final_placement.png
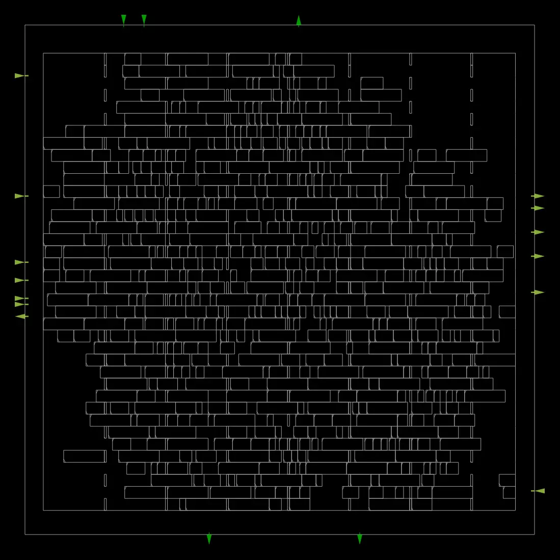
zoom.png
Window x 76 to 96, y 76 to 96 µm. Cells in gray, sequential cells in the stronger gray; small squares are vias.
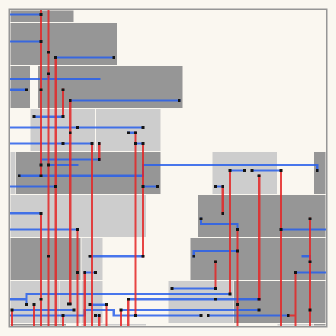
## src/rtl/spi_gpio_expander.sv

```systemverilog
// rtl/spi_gpio_expander.sv - SPI mode-0 slave register file driving GPIO/PWM channels
`timescale 1ns/1ps
module spi_gpio_expander #(
    parameter int N_CH     = 4,
    parameter int PWM_BITS = 6,
    parameter int PWM_DIV  = 1
) (
    input  logic            clk,
    input  logic            rst_n,
    input  logic            spi_sclk,
    input  logic            spi_cs_n,
    input  logic            spi_mosi,
    output logic            spi_miso,
    input  logic [N_CH-1:0] gpio_in,
    output logic [N_CH-1:0] gpio_out,
    output logic [N_CH-1:0] gpio_oe
);
    localparam int DIV_W = (PWM_DIV > 1) ? $clog2(PWM_DIV) : 1;

    typedef enum logic [1:0] {IDLE, CMD, ADDR, DATA} state_t;
    state_t state, state_nxt;

    // cs_n flops reset low so a cs_n held low through reset cannot start a frame
    logic [1:0]      sclk_sync, cs_sync, mosi_sync;
    logic            sclk_q, cs_q;
    logic [N_CH-1:0] in_m, in_s;

    always_ff @(posedge clk or negedge rst_n) begin
        if (!rst_n) begin
            sclk_sync <= '0;
            cs_sync   <= '0;
            mosi_sync <= '0;
            sclk_q    <= 1'b0;
            cs_q      <= 1'b0;
            in_m      <= '0;
            in_s      <= '0;
        end else begin
            sclk_sync <= {sclk_sync[0], spi_sclk};
            cs_sync   <= {cs_sync[0], spi_cs_n};
            mosi_sync <= {mosi_sync[0], spi_mosi};
            sclk_q    <= sclk_sync[1];
            cs_q      <= cs_sync[1];
            in_m      <= gpio_in;
            in_s      <= in_m;
        end
    end

    logic sclk_rise, sclk_fall, cs_fall, cs_s, mosi_s;
    assign cs_s      = cs_sync[1];
    assign mosi_s    = mosi_sync[1];
    assign sclk_rise = sclk_sync[1] & ~sclk_q;
    assign sclk_fall = ~sclk_sync[1] & sclk_q;
    assign cs_fall   = ~cs_s & cs_q;

    logic [6:0] shift_r;
    logic [2:0] bit_cnt;
    logic [7:0] addr, tx_r, rx_byte, rd_addr, rd_data;
    logic       is_read, byte_done, wr_en;

    logic [3:0]          ctrl    [N_CH];
    logic [PWM_BITS-1:0] duty    [N_CH];
    logic [PWM_BITS-1:0] duty_sh [N_CH];
    logic                out_r   [N_CH];

    assign rx_byte   = {shift_r, mosi_s};
    assign byte_done = sclk_rise && (bit_cnt == 3'd7) && (state != IDLE) && !cs_s;
    assign wr_en     = byte_done && (state == DATA) && !is_read;
    assign rd_addr   = (state == ADDR) ? rx_byte : addr + 8'd1;
    assign spi_miso  = (state == DATA) && is_read && tx_r[7];

    always_ff @(posedge clk or negedge rst_n) begin
        if (!rst_n) state <= IDLE;
        else        state <= state_nxt;
    end

    always_comb begin
        state_nxt = state;
        if (state == IDLE) begin
            if (cs_fall) state_nxt = CMD;
        end else if (cs_s) begin
            state_nxt = IDLE;
        end else if (byte_done) begin
            case (state)
                CMD:     state_nxt = ADDR;
                ADDR:    state_nxt = DATA;
                default: state_nxt = DATA;
            endcase
        end
    end

    // Addresses past the last channel match no loop index and read as zero
    always_comb begin
        rd_data = 8'h00;
        for (int c = 0; c < N_CH; c++) begin
            if (rd_addr[7:2] == 6'(c)) begin
                case (rd_addr[1:0])
                    2'd0:    rd_data = {4'b0, ctrl[c]};
                    2'd1:    rd_data = 8'(duty[c]);
                    2'd2:    rd_data = {7'b0, out_r[c]};
                    default: rd_data = {7'b0, in_s[c]};
                endcase
            end
        end
    end

    // tx shifts only on falls inside a data byte, so bit7 stays up until the first data rise
    always_ff @(posedge clk or negedge rst_n) begin
        if (!rst_n) begin
            shift_r <= '0;
            bit_cnt <= '0;
            addr    <= '0;
            tx_r    <= '0;
            is_read <= 1'b0;
        end else if (state == IDLE || cs_s) begin
            bit_cnt <= '0;
        end else if (sclk_rise) begin
            shift_r <= rx_byte[6:0];
            bit_cnt <= bit_cnt + 3'd1;
            if (byte_done) begin
                case (state)
                    CMD:  is_read <= rx_byte[7];
                    ADDR: begin
                        addr <= rx_byte;
                        if (is_read) tx_r <= rd_data;
                    end
                    default: begin
                        addr <= addr + 8'd1;
                        if (is_read) tx_r <= rd_data;
                    end
                endcase
            end
        end else if (sclk_fall && state == DATA && bit_cnt != 3'd0) begin
            tx_r <= {tx_r[6:0], 1'b0};
        end
    end

    always_ff @(posedge clk or negedge rst_n) begin
        if (!rst_n) begin
            for (int c = 0; c < N_CH; c++) begin
                ctrl[c]  <= '0;
                duty[c]  <= '0;
                out_r[c] <= 1'b0;
            end
        end else if (wr_en) begin
            for (int c = 0; c < N_CH; c++) begin
                if (addr[7:2] == 6'(c)) begin
                    case (addr[1:0])
                        2'd0:    ctrl[c]  <= rx_byte[3:0];
                        2'd1:    duty[c]  <= rx_byte[PWM_BITS-1:0];
                        2'd2:    out_r[c] <= rx_byte[0];
                        default: ;
                    endcase
                end
            end
        end
    end

    logic [DIV_W-1:0]    div_cnt;
    logic [PWM_BITS-1:0] pwm_cnt;
    logic                pwm_step;
    assign pwm_step = (div_cnt == DIV_W'(PWM_DIV - 1));

    // Shadow duty reloads only at counter wrap so a period is never cut short
    always_ff @(posedge clk or negedge rst_n) begin
        if (!rst_n) begin
            div_cnt <= '0;
            pwm_cnt <= '0;
            for (int c = 0; c < N_CH; c++) duty_sh[c] <= '0;
        end else begin
            div_cnt <= pwm_step ? '0 : div_cnt + 1'b1;
            if (pwm_step) begin
                pwm_cnt <= pwm_cnt + 1'b1;
                if (&pwm_cnt) begin
                    for (int c = 0; c < N_CH; c++) duty_sh[c] <= duty[c];
                end
            end
        end
    end

    always_ff @(posedge clk or negedge rst_n) begin
        if (!rst_n) begin
            gpio_out <= '0;
            gpio_oe  <= '0;
        end else begin
            for (int c = 0; c < N_CH; c++) begin
                gpio_out[c] <= ctrl[c][0] &
                               ((ctrl[c][2] ? (pwm_cnt < duty_sh[c]) : out_r[c]) ^ ctrl[c][3]);
                gpio_oe[c]  <= ctrl[c][0] & ctrl[c][1];
            end
        end
    end
endmodule
```

## config.mk

```make
export PLATFORM = sky130hd
export DESIGN_NAME = spi_gpio_expander
export DESIGN_NICKNAME = d
export VERILOG_FILES = /design/src/rtl/spi_gpio_expander.sv
export SDC_FILE = /design/constraint.sdc
export NUM_CORES = 1
export LEC_CHECK = 0
export CORE_MARGIN = 4
export CORE_UTILIZATION = 55
export CTS_CLUSTER_SIZE = 12
export DETAILED_ROUTE_END_ITERATION = 10
export PLACE_DENSITY = 0.79
export SYNTH_ARGS = -nofsm -noshare
export SYNTH_HDL_FRONTEND = slang
export SYNTH_SLANG_ARGS = --single-unit
```

## constraint.sdc

```tcl
create_clock -name clk -period 2.59 [get_ports clk]
set_clock_uncertainty 0.2 [all_clocks]
set_input_delay 0.518 -clock clk [delete_from_list [all_inputs] [get_ports clk]]
set_output_delay 0.518 -clock clk [all_outputs]
set_load 0.05 [all_outputs]
```

==> metrics.yaml <==
drt:
  wl_met3_mm: 1.21
  dr_wl_met2_mm: 7.25
power_and_ir_drop:
  ir_worst_vdd_uv: 687
  p_sw_frac: 0.214
  switching_power_mw: 0.964
job:
  cap_violations: 0
worst_setup_path:
  crit_path_end_kind: "register"
  critical_path.max_stage_delay_ns: 0.47
  path_delay_family: "AND-OR/OR-AND gates"
  crit_chain: "ha_1, xor2_1, mux2_2, a211oi_1, a311oi_1, o211ai_1, a21oi_1"
  worst_r2r_endpoint: "tx_r[3]$_DFFE_PN0P_"
  crit_buf_inv: 0
layout:
  syn2layout_area_growth_pct: 15.7
  ff_latch_area_mm2: 0.00318
  final_area_mm2: 0.00731
  drive_above_1_share: 0.207
  clkCellAreaFrac: 0.0775
  comb_share: 0.394
floorplan:
  die_x_um: 115
final_timing:
  setup_slack_ns: 0.148
run_status:
  outcome: "finished, final reports clean"
logic_synthesis:
  yosysWarningCount: 0
  ys_area_mm2: 0.00632
global_routing:
  top_usage_layer: "met2"
Notes on final_placement.png above:
Final Util: 0.663
register share of the cell area: 0.435
filler instances: 807
number of core rows: 38
Core ar.: 0.0110 mm²

Notes on zoom.png above:
- met2: red
- met1: blue
- most frequent: dfrtp_1 (6), mux2_1 (5), inv_1 (3)
- netlist names of flops here include: ctrl (3), duty (3)
- sequential cells in the window: 6
- cells with their middle in the window: 15

